Figure 1. Clock wires, drivers and flops (run 1).
(8 px per um)
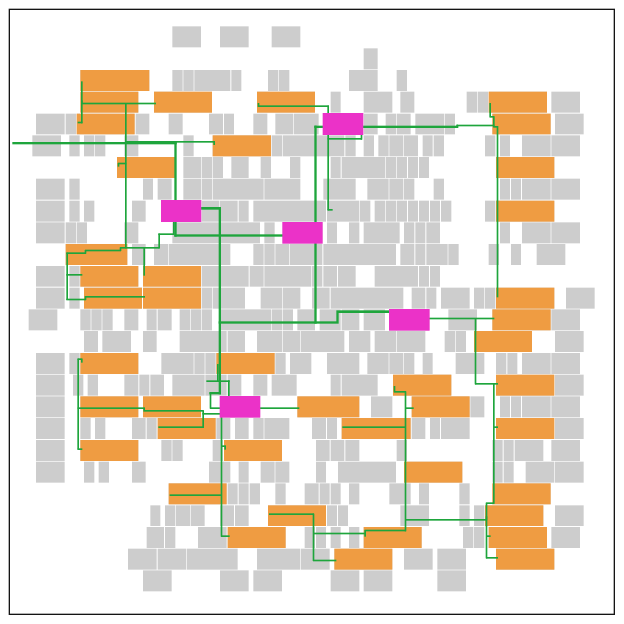
Figure 2. PDN straps and rails (run 1).
(4 px per um) Pins as bars on the die edge.
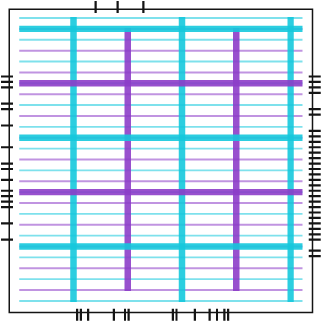
Figure 3. Routing congestion map (run 1).
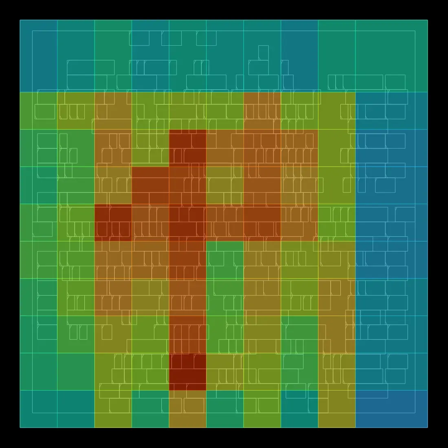
### src/rtl/led_seq_if.sv
// led_seq_if: display-update request handshake between a requester and led_seq_ctrl
interface led_seq_if;
    logic        req_valid;
    logic        req_ready;
    logic [15:0] req_value;
    logic [3:0]  req_dp;
    logic        req_blank;
    modport master (output req_valid, req_value, req_dp, req_blank, input req_ready);
    modport slave  (input req_valid, req_value, req_dp, req_blank, output req_ready);
endinterface

### src/rtl/led_seq_ctrl.sv
// led_seq_ctrl: writes a 4-digit hex value as 7-segment bytes onto a display bus shared with a CPU store port
module led_seq_ctrl #(
    parameter logic [7:0] BASE_ADDR      = 8'hF0,
    parameter bit         SEG_ACTIVE_LOW = 1'b1
) (
    input  logic       clk,
    input  logic       rst_n,
    led_seq_if.slave   req,
    input  logic       cpu_we,
    input  logic [7:0] cpu_addr,
    input  logic [7:0] cpu_data,
    output logic       out_we,
    output logic [7:0] out_addr,
    output logic [7:0] out_data,
    output logic       busy,
    output logic       done
);
    typedef enum logic {IDLE, WRITE} state_t;
    localparam logic [7:0] HEX [16] = '{8'h3F, 8'h06, 8'h5B, 8'h4F, 8'h66, 8'h6D, 8'h7D, 8'h07,
                                         8'h7F, 8'h6F, 8'h77, 8'h7C, 8'h39, 8'h5E, 8'h79, 8'h71};
    state_t      state, state_nx;
    logic [1:0]  idx, idx_nx, msd;
    logic [15:0] val;
    logic [3:0]  dp, nib;
    logic        blank, ctrl_wr, accept;
    logic [7:0]  seg_raw, seg;
    always_comb begin
        msd      = val[15:12] != 4'd0 ? 2'd3 : val[11:8] != 4'd0 ? 2'd2 : val[7:4] != 4'd0 ? 2'd1 : 2'd0;
        nib      = 4'(val >> {idx, 2'b00});
        // digits above the most significant nonzero nibble go dark; digit 0 never does since msd >= 0
        seg_raw  = {dp[idx], (blank && idx > msd) ? 7'h00 : HEX[nib][6:0]};
        seg      = SEG_ACTIVE_LOW ? ~seg_raw : seg_raw;
        accept   = state == IDLE && req.req_valid;
        ctrl_wr  = state == WRITE && !cpu_we;
        state_nx = accept ? WRITE : (ctrl_wr && idx == 2'd3) ? IDLE : state;
        idx_nx   = state == IDLE ? 2'd0 : ctrl_wr ? idx + 2'd1 : idx;
    end
    always_ff @(posedge clk) begin
        if (!rst_n) begin
            state    <= IDLE;
            idx      <= 2'd0;
            val      <= 16'h0;
            dp       <= 4'h0;
            blank    <= 1'b0;
            out_we   <= 1'b0;
            out_addr <= 8'h00;
            out_data <= 8'h00;
            done     <= 1'b0;
        end else begin
            state    <= state_nx;
            idx      <= idx_nx;
            val      <= accept ? req.req_value : val;
            dp       <= accept ? req.req_dp : dp;
            blank    <= accept ? req.req_blank : blank;
            out_we   <= cpu_we | ctrl_wr;
            out_addr <= cpu_we ? cpu_addr : ctrl_wr ? BASE_ADDR + 8'(idx) : 8'h00;
            out_data <= cpu_we ? cpu_data : ctrl_wr ? seg : 8'h00;
            done     <= ctrl_wr && idx == 2'd3;
        end
    end
    assign req.req_ready = state == IDLE;
    assign busy          = state == WRITE;
endmodule

### src/flat_wrapper.sv
// flat-port wrapper written by rule: the top's interface ports become plain ports
module led_seq_ctrl_flat 
#(
    parameter logic [7:0] BASE_ADDR      = 8'hF0,
    parameter bit         SEG_ACTIVE_LOW = 1'b1
)
  (clk, rst_n, cpu_we, cpu_addr, cpu_data, out_we, out_addr, out_data, busy, done, req_req_valid, req_req_value, req_req_dp, req_req_blank, req_req_ready);
  led_seq_if req_i ();
  input  logic clk;
  input  logic rst_n;
  input  logic cpu_we;
  input  logic [7:0] cpu_addr;
  input  logic [7:0] cpu_data;
  output logic out_we;
  output logic [7:0] out_addr;
  output logic [7:0] out_data;
  output logic busy;
  output logic done;
  input wire logic [$bits(req_i.req_valid)-1:0] req_req_valid;
  input wire logic [$bits(req_i.req_value)-1:0] req_req_value;
  input wire logic [$bits(req_i.req_dp)-1:0] req_req_dp;
  input wire logic [$bits(req_i.req_blank)-1:0] req_req_blank;
  output wire logic [$bits(req_i.req_ready)-1:0] req_req_ready;
  assign req_i.req_valid = req_req_valid;
  assign req_i.req_value = req_req_value;
  assign req_i.req_dp = req_req_dp;
  assign req_i.req_blank = req_req_blank;
  assign req_req_ready = req_i.req_ready;
  led_seq_ctrl #(.BASE_ADDR(BASE_ADDR), .SEG_ACTIVE_LOW(SEG_ACTIVE_LOW)) u_core (.clk(clk), .rst_n(rst_n), .req(req_i), .cpu_we(cpu_we), .cpu_addr(cpu_addr), .cpu_data(cpu_data), .out_we(out_we), .out_addr(out_addr), .out_data(out_data), .busy(busy), .done(done));
endmodule
### config.mk
export PLATFORM = sky130hd
export DESIGN_NAME = led_seq_ctrl_flat
export DESIGN_NICKNAME = d
export VERILOG_FILES = /design/src/rtl/led_seq_if.sv /design/src/rtl/led_seq_ctrl.sv /design/src/flat_wrapper.sv
export SDC_FILE = /design/constraint.sdc
export NUM_CORES = 1
export LEC_CHECK = 0
export ABC_AREA = 1
export CORE_MARGIN = 2
export CORE_UTILIZATION = 40
export DETAILED_ROUTE_END_ITERATION = 12
export GPL_TIMING_DRIVEN = 0
export HOLD_SLACK_MARGIN = 0.15
export PLACE_DENSITY = 0.7
export SETUP_SLACK_MARGIN = 0.1
export SYNTH_ARGS = -nofsm -noshare
export SYNTH_HDL_FRONTEND = slang
export SYNTH_SLANG_ARGS = --single-unit
### constraint.sdc
create_clock -name clk -period 1.9 [get_ports clk]
set_clock_uncertainty 0.05 [all_clocks]
set_input_delay 0.19 -clock clk [delete_from_list [all_inputs] [get_ports clk]]
set_output_delay 0.19 -clock clk [all_outputs]
set_load 0.02 [all_outputs]
==> impl_table.tex, run 1 <==
% Generated from flow reports
\begin{tabular}{lr}
\hline
Metric & Value \\
\hline
\multicolumn{2}{l}{\textbf{Floorplanning}} \\
Starting density of the core & 40.8\% \\
Standard-cell rows & 26 \\
\multicolumn{2}{l}{\textbf{Timing}} \\
Time the final worst path needs with I/O delays and setup & 1800 ps \\
Final Setup Violations & 0 \\
Final tally of max-slew violations & 0 \\
Post-route clock period utilization & 94.7\% \\
Final hold slack & 351 ps \\
\multicolumn{2}{l}{\textbf{Synth}} \\
Seq cells post-synth & roughly 42 \\
Top area contributor share & 41.2\% \\
Netlist area before placement & 2040 um\^{}2 \\
Cell Type Count & 29 \\
Summed standard-cell area reported by yosys & 2040 um\^{}2 \\
Proportion of synthesized chip area in sequential cells & 41.2\% \\
\# Cells Yosys & 282 \\
\multicolumn{2}{l}{\textbf{Placed design}} \\
IO Port Bufs & 60 \\
Total half-perimeter wirelength after legalization and detailed placement & between 3000 and 4000 um \\
\multicolumn{2}{l}{\textbf{Drt}} \\
Mean routed wirelength per cell & 11.6 um \\
Total length of routed wires & between 5000 and 6000 um \\
Vias after detailed routing & $\sim$2,000 \\
\multicolumn{2}{l}{\textbf{Setup path}} \\
Worst setup slack for register-to-register paths & 100 ps \\
Sum of buffers and inverters on the critical path & 3 \\
Cell with the biggest individual delay on the critical path & sky130\_fd\_sc\_hd\_\_dfxtp\_2 \\
Crit path required time & 2050 ps \\
Sort of element at the end of the critical path & register \\
\multicolumn{2}{l}{\textbf{Clock network}} \\
CTS clk-pin slew, worst paths & 90 ps \\
Maximum clock insertion buffer count & 2 \\
\multicolumn{2}{l}{\textbf{Power and ir drop}} \\
Power density over the cells & 758 nW/um\^{}2 \\
\multicolumn{2}{l}{\textbf{Cells and area}} \\
Number of diodes added for antenna fixing & 0 \\
Final instance count without filler cells & 430 \\
\multicolumn{2}{l}{\textbf{Job}} \\
Maximum capacitance violations & 0 \\
\multicolumn{2}{l}{\textbf{Worst hold path}} \\
Terminating pin of the worst hold path & u\_core.out\_addr[2]\$\_SDFF\_PN0\_ \\
Number of cells on the worst hold path & 3 \\
\multicolumn{2}{l}{\textbf{Global routing}} \\
GRT Total Usage & between 15 and 20\% \\
Remaining Overflow, GRT & 0 \\
Global-route wire length before repair & 7550 um \\
\multicolumn{2}{l}{\textbf{Run status}} \\
Outcome & completed \\
\hline
\end{tabular}
Back to the opening pictures, Figure 1:
[flip-flops] orange | count: 42
[clock drivers] magenta | count: 5
[clock wires] green | length: 486 um
routed clock nets	6
insertion delay at the late pin of the worst-skew pair: 300 ps
Clock Power: 0.000735 W
Clock Power Share: 31.3%

Back to the opening pictures, Figure 2:
net	colour
VSS	cyan
VDD	purple
signal pins	61
met5 straps	5
met4 straps	5
met1 rails	27
area of the placeable core: 5010 um^2
Die H: 75.5 um
overall die width: 75.5 um

Back to the opening pictures, Figure 3:
met1 capacity usage during global routing: 22.1%
grt met3 use: 3.31%

run 1: power by group:
part	switching [W]	internal (W)	leakage [nW]
logic	0.000320	0.000294	0.970
clock network	0.000334	0.000400	0.0563
registers	0.0000472	0.000949	0.349
run 1: cells by family after synthesis:
| group | count (synthesis) | share of synthesized area, % |
|---|---|---|
| fa+ha+maj | 8 | 4.90 |
| buf+inv | 33 | 7.66 |
| simple gates | 157 | 34.6 |
| compound gates | 42 | 11.6 |
| flops | 42 | 41.2 |
run 1: tightest hold or removal path, stage by stage:
cell and delay [ps]:
sky130_fd_sc_hd__clkdlybuf4s50_1 390, sky130_fd_sc_hd__inv_1 50, sky130_fd_sc_hd__nor2_1 30
run 1: state kept, by name, indices dropped and copies added, names as in the netlist, 2 cells and up:
signal / flops
u_core.val: 16
u_core.out_addr: 8
u_core.out_data: 8
u_core.dp: 4
u_core.idx: 2
run 1: area by class of cell:
type                       instances  area (um^2)
tap                               70         87.6
inverter                          24          103
multi-input combinational        207         1190
clock inverter                     3         48.8
sequential                        42          851
buffer                             9         66.3
fill                             459         1920
clock buffer                       5         68.8
timing repair buffer              70          676
run 1: per-layer routing:
metal | GRT usage, % | routed length (um)
met5 | 0 | 0
met4 | 5.26 | 111
met1 | 22.1 | 2230
met2 | 29.5 | 2390
met3 | 3.31 | 267
run 1: synth_stat cells (all sizes together):
cell type,count
clkbuf,4
nand3,19
ha,8
o41ai,1
a21oi,8
dfxtp,42
o31ai,1
nor4,2
a211oi,1
buf,5
o21ai,31
nand2,83
and2,1
inv,24
nor2,52
run 1: repair_timing:
item                                    4_1_cts  5_1_grt
buffers inserted                              6        4
endpoints found under the setup margin        7        7
pin swaps                                     3       11
hold endpoints to repair                      0        0
resized                                      12       27
run 1: cells in the final DEF, fill, tap and decap left out, drive strengths merged:
master and n:
a21oi 8, clkinvlp 1, nor2 52, and2 1, inv 25, nor4 2, clkbuf 9, o21ai 31
nand3 19, bufinv 1, ha 8, nand2 83, dfxtp 42, clkdlybuf4s50 60, o31ai 1, o41ai 1
a211oi 1, buf 15
run 1: how the worst max path moves through the flow:
stage	slack (ps)	cells after the start	start	end
final	100	14	u_core.idx[0]$_SDFFE_PN0P_	u_core.out_data[0]$_SDFF_PN0_
after global routing	10	14	u_core.idx[0]$_SDFFE_PN0P_	u_core.out_data[1]$_SDFF_PN0_
after CTS	100	14	u_core.idx[0]$_SDFFE_PN0P_	u_core.out_data[1]$_SDFF_PN0_
after detailed placement	-80	11	u_core.val[8]$_SDFFE_PN0P_	u_core.out_data[4]$_SDFF_PN0_
after global placement	-60	11	u_core.val[8]$_SDFFE_PN0P_	u_core.out_data[3]$_SDFF_PN0_
after floorplan	240	15	u_core.idx[0]$_SDFFE_PN0P_	u_core.out_data[5]$_SDFF_PN0_
run 1: per-stage QoR:
step | total power, W | area [um^2] | setup TNS, ps | util (%)
final | 0.00234 | 3090 | 0 | 61.7
after global routing | 0.00246 | 3090 | 0 | 61.7
after CTS | 0.00229 | 2940 | 0 | 58.6
after detailed placement | 0.00153 | 2730 | -331 | 54.5
after global placement | 0.00152 | 2730 | -244 | 54.5
after floorplan | 0.00132 | 2040 | 0 | -
==> run 2: changes to the inputs <==
--- a/config.mk
+++ b/config.mk
@@ -8,6 +8,7 @@
 export ABC_AREA = 1
 export CORE_MARGIN = 2
 export CORE_UTILIZATION = 40
+export CTS_CLUSTER_SIZE = 8
 export DETAILED_ROUTE_END_ITERATION = 12
 export GPL_TIMING_DRIVEN = 0
 export HOLD_SLACK_MARGIN = 0.15
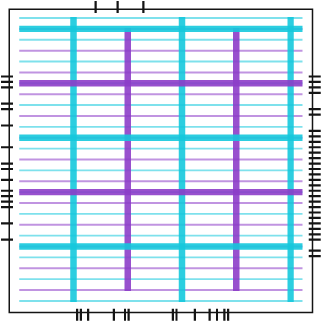
Figure 4: run 2, PDN straps and rails.
(4 px per um) Pins as bars on the die edge.
net	colour
VDD	purple
VSS	cyan
met1 rails	27
signal pins	61
met4 straps	5
worst-case vdd ir drop: 0.597 mV

==> impl_table.tex, run 2 <==
% Generated from flow reports
\begin{tabular}{lr}
\hline
Metric & Value \\
\hline
\multicolumn{2}{l}{\textbf{Global routing}} \\
Remaining Overflow, GRT & 0 \\
Global-route wire length before repair & around 7500 um \\
Number of global-route vias before repair & 1,701 \\
GRT Total Usage & 17.2\% \\
\multicolumn{2}{l}{\textbf{Placed design}} \\
IO Port Bufs & roughly 60 \\
Total half-perimeter wirelength after legalization and detailed placement & $\sim$3400 um \\
\multicolumn{2}{l}{\textbf{Floorplanning}} \\
Die H & about 75 um \\
Overall die width & $\sim$75 um \\
Area of the placeable core & 5010 um\^{}2 \\
Starting density of the core & 40.8\% \\
Standard-cell rows & 26 \\
\multicolumn{2}{l}{\textbf{Synth}} \\
Fraction of synthesis flops using an asynchronous set or reset pin & 0\% \\
EDFF count, synth & 0 \\
Netlist area before placement & 2040 um\^{}2 \\
Summed standard-cell area reported by yosys & 2040 um\^{}2 \\
Most frequent cell after synthesis & sky130\_fd\_sc\_hd\_\_nand2\_1 \\
Primary flip-flop cell chosen by synthesis mapping & sky130\_fd\_sc\_hd\_\_dfxtp\_1 \\
Top area contributor share & 41.2\% \\
Seq cells post-synth & 42 \\
\# Cells Yosys & approximately 280 \\
Proportion of synthesized chip area in sequential cells & 41.2\% \\
Leading post-synthesis cells by instance count & sky130\_fd\_sc\_hd\_\_nand2\_1 (72), sky130\_fd\_sc\_hd\_\_nor2\_1 (50), sky130\_fd\_sc\_hd\_\_dfxtp\_1 (42) \\
\multicolumn{2}{l}{\textbf{Cells and area}} \\
Biggest registers after layout & u\_core.val x16, u\_core.out\_addr x8, u\_core.out\_data x8 \\
Number of diodes added for antenna fixing & 0 \\
Layout filler cell count & about 460 \\
FF+latch area & 851 um\^{}2 \\
Commonest non-fill, non-tap cells in the layout & sky130\_fd\_sc\_hd\_\_nand2\_1 (67), sky130\_fd\_sc\_hd\_\_clkdlybuf4s50\_1 (60), sky130\_fd\_sc\_hd\_\_nor2\_1 (49), sky130\_fd\_sc\_hd\_\_dfxtp\_1 (38), sky130\_fd\_sc\_hd\_\_o21ai\_0 (27) \\
Number of flip-flops in the largest register & 16 \\
Layout cell share with drive strength beyond 1 & 20.8\% \\
Logic area & 1190 um\^{}2 \\
Biggest register & u\_core.val \\
\multicolumn{2}{l}{\textbf{Run status}} \\
Outcome & completed \\
\multicolumn{2}{l}{\textbf{Setup path}} \\
Sort of element at the end of the critical path & register \\
Crit path required time & 2050 ps \\
\multicolumn{2}{l}{\textbf{Drt}} \\
Mean routed wirelength per cell & 11.6 um \\
\multicolumn{2}{l}{\textbf{Timing}} \\
Final Setup Violations & 0 \\
Post-route clock period utilization & 94.7\% \\
Final tally of max-slew violations & 0 \\
Total negative slack & 0 ps \\
Setup repair after global routing missed its margin & yes \\
\multicolumn{2}{l}{\textbf{Power and ir drop}} \\
Int Power & 0.00164 W \\
Power density over the cells & about 760 nW/um\^{}2 \\
Sum of internal, switching and leakage power & 0.00234 W \\
Net load switching power & 0.000701 W \\
Clock Power Share & 31.3\% \\
Switching Fraction & 29.9\% \\
Share of total power in sequential cells & 42.5\% \\
\multicolumn{2}{l}{\textbf{Job}} \\
Maximum capacitance violations & 0 \\
\multicolumn{2}{l}{\textbf{Clock network}} \\
TritonCTS clock tree & built \\
Maximum clock insertion buffer count & 2 \\
Insertion delay at the late pin of the worst-skew pair & $\sim$300 ps \\
\hline
\end{tabular}
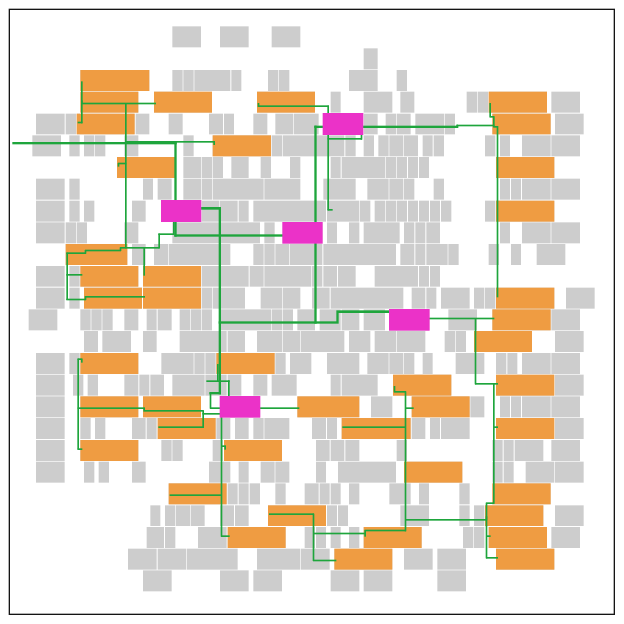
Figure 5: run 2, clock wires, drivers and flops.
(8 px per um)
[clock drivers] magenta | count: 5
[clock wires] green | length: 486 um
[flip-flops] orange | count: 42
routed clock nets	6
flops lie	widely spread

-- run 2: cell counts after synthesis --
No cell type changed its count.
-- run 2: through the flow --
stage | utilization, % | std cells | instance area [um^2] | hold slack (ps)
after global routing | 61.7 | 430 | 3090 | 357
after detailed placement | 54.5 | 412 | 2730 | 400
after global placement | 54.5 | 412 | 2730 | 398
after floorplan | - | 282 | 2040 | 250
final | 61.7 | 430 | 3090 | 351
after CTS | 58.6 | 426 | 2940 | 347
-- run 2: final cells by class --
type / count / share of cell area, %
Timing Repair Buffer: 70 / 21.9
Tap cell: 70 / 2.83
Clock inverter: 3 / 1.58
Inverter: 24 / 3.32
Buffer: 9 / 2.15
Multi-Input combinational cell: 207 / 38.5
Clock buffer: 5 / 2.23
Sequential cell: 42 / 27.5
-- run 2: per-layer routing --
| metal | vias to the layer above | wire, um | track usage (%) |
|---|---|---|---|
| met2 | 67 | 2390 | 29.5 |
| met3 | 12 | 267 | 3.31 |
| met5 | - | 0 | 0 |
| met4 | 0 | 111 | 5.26 |
| li1 | 1054 | - | - |
| met1 | 871 | 2230 | 22.1 |
-- run 2: what timing repair did --
item / CTS / global route
endpoints found under the setup margin: 7 / 7
resized: 12 / 27
buffers inserted: 6 / 4
pin swaps: 3 / 11
-- run 2: worst paths after layout --
kind / slack [ps] / cells after the start / end / startpoint
max: 100 / 14 / u_core.out_data[0]$_SDFF_PN0_ / u_core.idx[0]$_SDFFE_PN0P_
min: 350 / 3 / u_core.out_addr[2]$_SDFF_PN0_ / cpu_addr[2]
max reg2reg: 100 / 14 / u_core.out_data[0]$_SDFF_PN0_ / u_core.idx[0]$_SDFFE_PN0P_
min reg2reg: 410 / 2 / u_core.dp[0]$_SDFFE_PN0P_ / u_core.dp[0]$_SDFFE_PN0P_
-- run 2: power by group through the flow --
stage | Sequential (W) | Combinational (W) | Clock (W)
after floorplan | 0.00103 | 0.000290 | 0
after global placement | 0.00101 | 0.000517 | 0
after detailed placement | 0.00101 | 0.000525 | 0
after CTS | 0.000993 | 0.000554 | 0.000746
after global routing | 0.00100 | 0.000675 | 0.000786
final | 0.000996 | 0.000613 | 0.000735
-- run 2: cell families (layout without fill, tap and decap cells) --
kind of cell,count (synthesis),after routing,share of synthesized area [%]
AND-OR/OR-AND,42,42,11.6
adder cells (fa/ha/maj),8,8,4.90
buffers and inverters,33,111,7.66
flip-flops,42,42,41.2
AND/OR/NAND/NOR,157,157,34.6
-- run 2: worst max-delay path, stage by stage (launching register included) --
cell	delay, ps
sky130_fd_sc_hd__dfxtp_2	330
sky130_fd_sc_hd__buf_6	130
sky130_fd_sc_hd__buf_8	130
sky130_fd_sc_hd__nand2_1	50
sky130_fd_sc_hd__nand2_1	60
sky130_fd_sc_hd__nand2_1	120
sky130_fd_sc_hd__nand2_4	100
sky130_fd_sc_hd__buf_4	150
sky130_fd_sc_hd__ha_2	200
sky130_fd_sc_hd__nand3_2	90
sky130_fd_sc_hd__nand3_1	80
sky130_fd_sc_hd__nand2_1	60
sky130_fd_sc_hd__nand2_1	50
sky130_fd_sc_hd__nand2_1	50
sky130_fd_sc_hd__nand2_1	40
Power and IR drop assume default switching activity.
